## config.mk

```make
export PLATFORM = sky130hd
export DESIGN_NAME = tone_scheduler_flat
export DESIGN_NICKNAME = d
export VERILOG_FILES = /design/src/rtl/tone_sched_if.sv /design/src/rtl/tone_scheduler.sv /design/src/flat_wrapper.sv
export SDC_FILE = /design/constraint.sdc
export NUM_CORES = 1
export LEC_CHECK = 0
export CORE_AREA = 3 3 93 95
export DETAILED_ROUTE_END_ITERATION = 12
export DIE_AREA = 0 0 96 98
export GPL_TIMING_DRIVEN = 1
export SLEW_MARGIN = 20
export SYNTH_ARGS = -nofsm -noshare
export SYNTH_HDL_FRONTEND = slang
export SYNTH_SLANG_ARGS = --single-unit
```

## constraint.sdc

```tcl
create_clock -name clk -period 2.35 [get_ports clk]
set_input_delay 0.3525 -clock clk [delete_from_list [all_inputs] [get_ports clk]]
set_output_delay 0.3525 -clock clk [all_outputs]
set_load 0.005 [all_outputs]
```

## src/rtl/tone_sched_if.sv

```systemverilog
// tone_sched_if: melody, effect-requester and tone-generator signals around tone_scheduler
interface tone_sched_if;
  logic       play;
  logic       restart;
  logic [4:0] music_note;
  logic       music_step;
  logic       music_clr;
  logic       sfx0_req;
  logic       sfx1_req;
  logic [4:0] sfx0_note;
  logic [4:0] sfx1_note;
  logic [3:0] sfx0_beats;
  logic [3:0] sfx1_beats;
  logic       sfx0_ack;
  logic       sfx1_ack;
  logic [4:0] note_out;
  logic [1:0] src;
  logic       busy;
  modport slave (
    input  play, restart, music_note, sfx0_req, sfx1_req, sfx0_note, sfx1_note, sfx0_beats, sfx1_beats,
    output music_step, music_clr, sfx0_ack, sfx1_ack, note_out, src, busy
  );
  modport master (
    output play, restart, music_note, sfx0_req, sfx1_req, sfx0_note, sfx1_note, sfx0_beats, sfx1_beats,
    input  music_step, music_clr, sfx0_ack, sfx1_ack, note_out, src, busy
  );
endinterface

```

## src/rtl/tone_scheduler.sv

```systemverilog
// tone_scheduler: beat-rate sharing of one tone generator between melody and two effects; TONE_SCHED_RR_EN selects round-robin effect arbitration
module tone_scheduler #(
  parameter int CLK_DIV = 10000000
) (
  input  logic        clk,
  input  logic        rst_n,
  tone_sched_if.slave bus
);
  localparam int W = $clog2(CLK_DIV);
  localparam logic [W-1:0] LAST = W'(CLK_DIV - 1);
  localparam logic [4:0] REST = 5'd25;
  typedef enum logic [1:0] {IDLE, MUSIC, SFX} state_t;
  state_t       state_q, state_d;
  logic [W-1:0] cnt_q, cnt_d;
  logic [3:0]   rem_q, rem_d;
  logic [4:0]   note_q, note_d;
  logic [1:0]   src_q, src_d;
  logic         busy_q, busy_d, step_q, step_d, clr_q, clr_d;
  logic         ack0_q, ack0_d, ack1_q, ack1_d;
  logic         tick, decide, grant, pick1;
  logic [4:0]   pick_note;
  logic [3:0]   pick_beats;
`ifdef TONE_SCHED_RR_EN
  logic last1_q, last1_d;
  assign pick1   = bus.sfx1_req & (~bus.sfx0_req | ~last1_q);
  assign last1_d = bus.restart ? 1'b1 : grant ? pick1 : last1_q;
  // remembers whether sfx1 won the most recent grant so a tie goes the other way
  always_ff @(posedge clk or negedge rst_n)
    if (!rst_n) last1_q <= 1'b1;
    else last1_q <= last1_d;
`else
  assign pick1 = bus.sfx1_req & ~bus.sfx0_req;
`endif
  assign tick       = cnt_q == LAST;
  assign decide     = tick & ~bus.restart & ((state_q != SFX) | (rem_q == 4'd1));
  assign grant      = decide & (bus.sfx0_req | bus.sfx1_req);
  assign pick_note  = pick1 ? bus.sfx1_note : bus.sfx0_note;
  assign pick_beats = pick1 ? bus.sfx1_beats : bus.sfx0_beats;
  assign cnt_d      = (bus.restart | tick) ? '0 : cnt_q + 1'b1;
  // state and registered outputs; restart is handled through the _d terms
  always_ff @(posedge clk or negedge rst_n)
    if (!rst_n) begin
      state_q <= IDLE;
      cnt_q   <= '0;
      rem_q   <= 4'd0;
      note_q  <= REST;
      src_q   <= 2'd0;
      busy_q  <= 1'b0;
      step_q  <= 1'b0;
      clr_q   <= 1'b0;
      ack0_q  <= 1'b0;
      ack1_q  <= 1'b0;
    end else begin
      state_q <= state_d;
      cnt_q   <= cnt_d;
      rem_q   <= rem_d;
      note_q  <= note_d;
      src_q   <= src_d;
      busy_q  <= busy_d;
      step_q  <= step_d;
      clr_q   <= clr_d;
      ack0_q  <= ack0_d;
      ack1_q  <= ack1_d;
    end
  // next state: effects preempt on beat boundaries, an effect counts its beats down
  always_comb begin
    state_d = state_q;
    rem_d   = rem_q;
    if (bus.restart) state_d = IDLE;
    else if (grant) begin
      state_d = SFX;
      rem_d   = pick_beats == 4'd0 ? 4'd1 : pick_beats;
    end else if (decide) state_d = bus.play ? MUSIC : IDLE;
    else if (tick && state_q == SFX) rem_d = rem_q - 4'd1;
  end
  // output next values; the melody note is copied every cycle while music plays
  always_comb begin
    step_d = decide & ~grant & bus.play & (state_q == MUSIC);
    clr_d  = bus.restart;
    ack0_d = grant & ~pick1;
    ack1_d = grant & pick1;
    busy_d = state_d == SFX;
    note_d = grant ? (pick_note > REST ? REST : pick_note) :
             state_d == MUSIC ? bus.music_note : state_d == IDLE ? REST : note_q;
    src_d  = grant ? {1'b1, pick1} : state_d == MUSIC ? 2'd1 : state_d == IDLE ? 2'd0 : src_q;
  end
  assign bus.note_out   = note_q;
  assign bus.src        = src_q;
  assign bus.busy       = busy_q;
  assign bus.music_step = step_q;
  assign bus.music_clr  = clr_q;
  assign bus.sfx0_ack   = ack0_q;
  assign bus.sfx1_ack   = ack1_q;
endmodule

```

## src/flat_wrapper.sv

```systemverilog
// flat-port wrapper written by rule: the top's interface ports become plain ports
module tone_scheduler_flat 
#(
  parameter int CLK_DIV = 10000000
)
  (clk, rst_n, bus_play, bus_restart, bus_music_note, bus_sfx0_req, bus_sfx1_req, bus_sfx0_note, bus_sfx1_note, bus_sfx0_beats, bus_sfx1_beats, bus_music_step, bus_music_clr, bus_sfx0_ack, bus_sfx1_ack, bus_note_out, bus_src, bus_busy);
  tone_sched_if bus_i ();
  input  logic clk;
  input  logic rst_n;
  input wire logic [$bits(bus_i.play)-1:0] bus_play;
  input wire logic [$bits(bus_i.restart)-1:0] bus_restart;
  input wire logic [$bits(bus_i.music_note)-1:0] bus_music_note;
  input wire logic [$bits(bus_i.sfx0_req)-1:0] bus_sfx0_req;
  input wire logic [$bits(bus_i.sfx1_req)-1:0] bus_sfx1_req;
  input wire logic [$bits(bus_i.sfx0_note)-1:0] bus_sfx0_note;
  input wire logic [$bits(bus_i.sfx1_note)-1:0] bus_sfx1_note;
  input wire logic [$bits(bus_i.sfx0_beats)-1:0] bus_sfx0_beats;
  input wire logic [$bits(bus_i.sfx1_beats)-1:0] bus_sfx1_beats;
  output wire logic [$bits(bus_i.music_step)-1:0] bus_music_step;
  output wire logic [$bits(bus_i.music_clr)-1:0] bus_music_clr;
  output wire logic [$bits(bus_i.sfx0_ack)-1:0] bus_sfx0_ack;
  output wire logic [$bits(bus_i.sfx1_ack)-1:0] bus_sfx1_ack;
  output wire logic [$bits(bus_i.note_out)-1:0] bus_note_out;
  output wire logic [$bits(bus_i.src)-1:0] bus_src;
  output wire logic [$bits(bus_i.busy)-1:0] bus_busy;
  assign bus_i.play = bus_play;
  assign bus_i.restart = bus_restart;
  assign bus_i.music_note = bus_music_note;
  assign bus_i.sfx0_req = bus_sfx0_req;
  assign bus_i.sfx1_req = bus_sfx1_req;
  assign bus_i.sfx0_note = bus_sfx0_note;
  assign bus_i.sfx1_note = bus_sfx1_note;
  assign bus_i.sfx0_beats = bus_sfx0_beats;
  assign bus_i.sfx1_beats = bus_sfx1_beats;
  assign bus_music_step = bus_i.music_step;
  assign bus_music_clr = bus_i.music_clr;
  assign bus_sfx0_ack = bus_i.sfx0_ack;
  assign bus_sfx1_ack = bus_i.sfx1_ack;
  assign bus_note_out = bus_i.note_out;
  assign bus_src = bus_i.src;
  assign bus_busy = bus_i.busy;
  tone_scheduler #(.CLK_DIV(CLK_DIV)) u_core (.clk(clk), .rst_n(rst_n), .bus(bus_i));
endmodule
```

**M3 wires**

Scale: 3 px per um. Cells faint in the background.
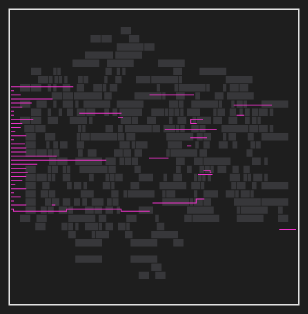
The layer holds 5.9% of the routed length. The longest straight run is 31.5 um. 40 nets have wire on it.
GRT met3 Usage: 0.0408
Total Wirelength: 5.68 mm
routed via count: 2,038

**Placed standard cells**

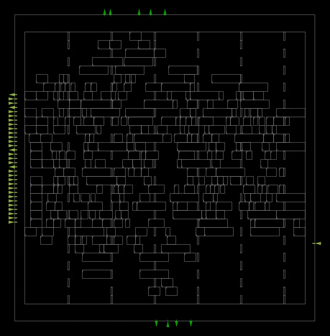
flop share of the area: 0.344
seq_cells: 42

**Placed cells, one color a class**

Scale: 4 px per um.
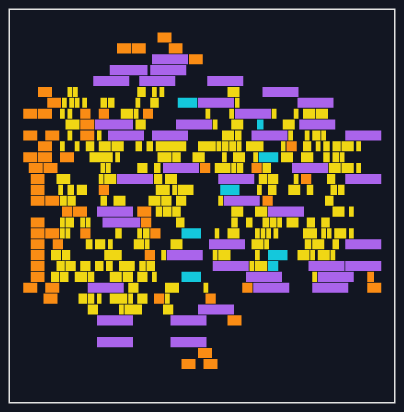
Key: cyan = clock drivers and dummy loads [cells 8]; purple = flip-flops [cells 42]; yellow = all other logic [cells 204]; orange = other buffers and delay cells [cells 59]

**Register map, names as in the netlist**

Scale: 4 px per um. Other sequential cells in the stronger gray, the rest of the logic in the fainter gray.
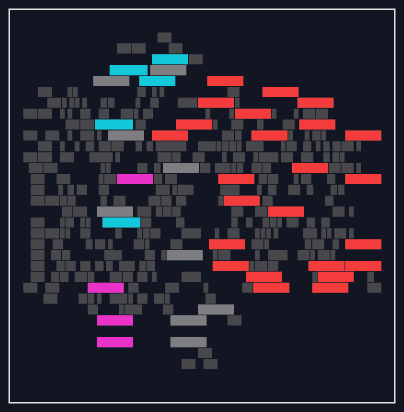
Key: magenta = `u_core.rem_q` [sequential cells 4]; red = `u_core.cnt_q` [sequential cells 24]; cyan = `u_core.bus.note_out` [sequential cells 5]
Another 9 sequential cells are not colored.

**Cell sizes after repair**

Scale: 4 px per um.
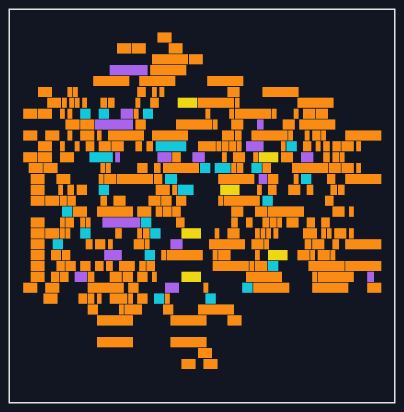
Key: cyan = drive 3 to 4 [cells 24]; yellow = drive 6 and up [cells 6]; orange = drive 1 or less [cells 267]; purple = drive 2 [cells 16]
post-route cell area: 3070 sq um
nonclk buf count: 59

-- cell type report --
cell class,count,area [sq um]
Fill cell,808,4740
Multi-Input combinational cell,190,1200
Sequential cell,42,1050
Timing Repair Buffer,59,541
Tap cell,102,128
Clock buffer,6,82.6
Inverter,14,52.6
Clock inverter,2,12.5
-- timing repair --
action	CTS	global route
gates resized	0	2
setup endpoints to repair	0	10
hold endpoints to repair	11	0
buffers inserted	0	0
hold buffers	1	0
-- report_power, final --
group | switching (W) | leakage (nW) | internal [W]
Combinational | 0.0000713 | 0.655 | 0.0000774
Sequential | 0.00000535 | 0.559 | 0.000728
Clock | 0.000259 | 0.0472 | 0.000236
Total | 0.000336 | 1.26 | 0.00104
==> run_results.csv <==
group,metric,value,unit
critical_path,cp-startpoint,"u_core.rem_q[0]$_DFFE_PN0P_",
synth,ys_ff,42,
critical_path,worstRegToRegCells,7,
power_and_ir_drop,totalPowerFinal,0.00138,W
critical_path,critPathTopFamily,"AND-OR/OR-AND gates",
critical_path,cp_slowest_cell,"dfrtp_1",
timing,timing.final.ws_setup,191,ps
final_layout,lay_top_count,"nor2_1",
timing,slew_headroom,0.563,
synth,ys_sh_simple,0.259,
critical_path,cp_num_buf_inv,1,
power_and_ir_drop,leakagePower,1.26,nW
routing,met2_length,2.76,mm
timing,rsz0062_at_grt,"false",
critical_path,crit_end,"u_core.rem_q[3]$_DFFE_PN0P_",
critical_path,cpPeakStageDelay,450,ps
placement,place_hpwl,4.39,mm
synth,yosys_most_used_dff,"dfrtp_1",
critical_path,reg2reg_slack,190,ps
final_layout,lay_top_cells,"nor2_1, clkdlybuf4s50_1, dfrtp_1",
floorplanning,chipArea,9410,sq um
placement,dp_cells,406,
routing,wire_per_inst,13.7,um
synth,mux_share,0.00855,
run,drv_cap,0,
cts,cts_buffer_depth,2,
routing,drc,0,
synth,ys_warn_count,0,
synth,edf_count,0,
critical_path,crit_path_end_kind,"flop",
global_routing,grtUsageMet2,0.212,
synth,synth-adder-area-share,0.0160,
final_layout,drive_gt1_frac,0.147,
cts,h-tree-depth,2,
floorplanning,die_height,98,um
synth,yosys_area,2340,sq um
critical_path,path_class,"reg2reg",
synth,topCellsByArea,"dfrtp_1, nor2_1, xor2_1, xnor2_1, nand3_1",
synth,yosysTopAreaCellShare,0.417,
cts,clk_pin_slew,90,ps
routing,routed.top_layer,"met4",
synth,synthArstFlopShare,1.00,
global_routing,met1_usage,0.168,
timing,period_needed,2160,ps
floorplanning,core,7810,sq um
synth,synth_top_cell_by_count,"nor2_1",
global_routing,antenna_found_initial,0,
status,status,"finished clean",
placement,io_buffer_count,40,
No activity file was given, so power comes from the tool's default toggle rates.
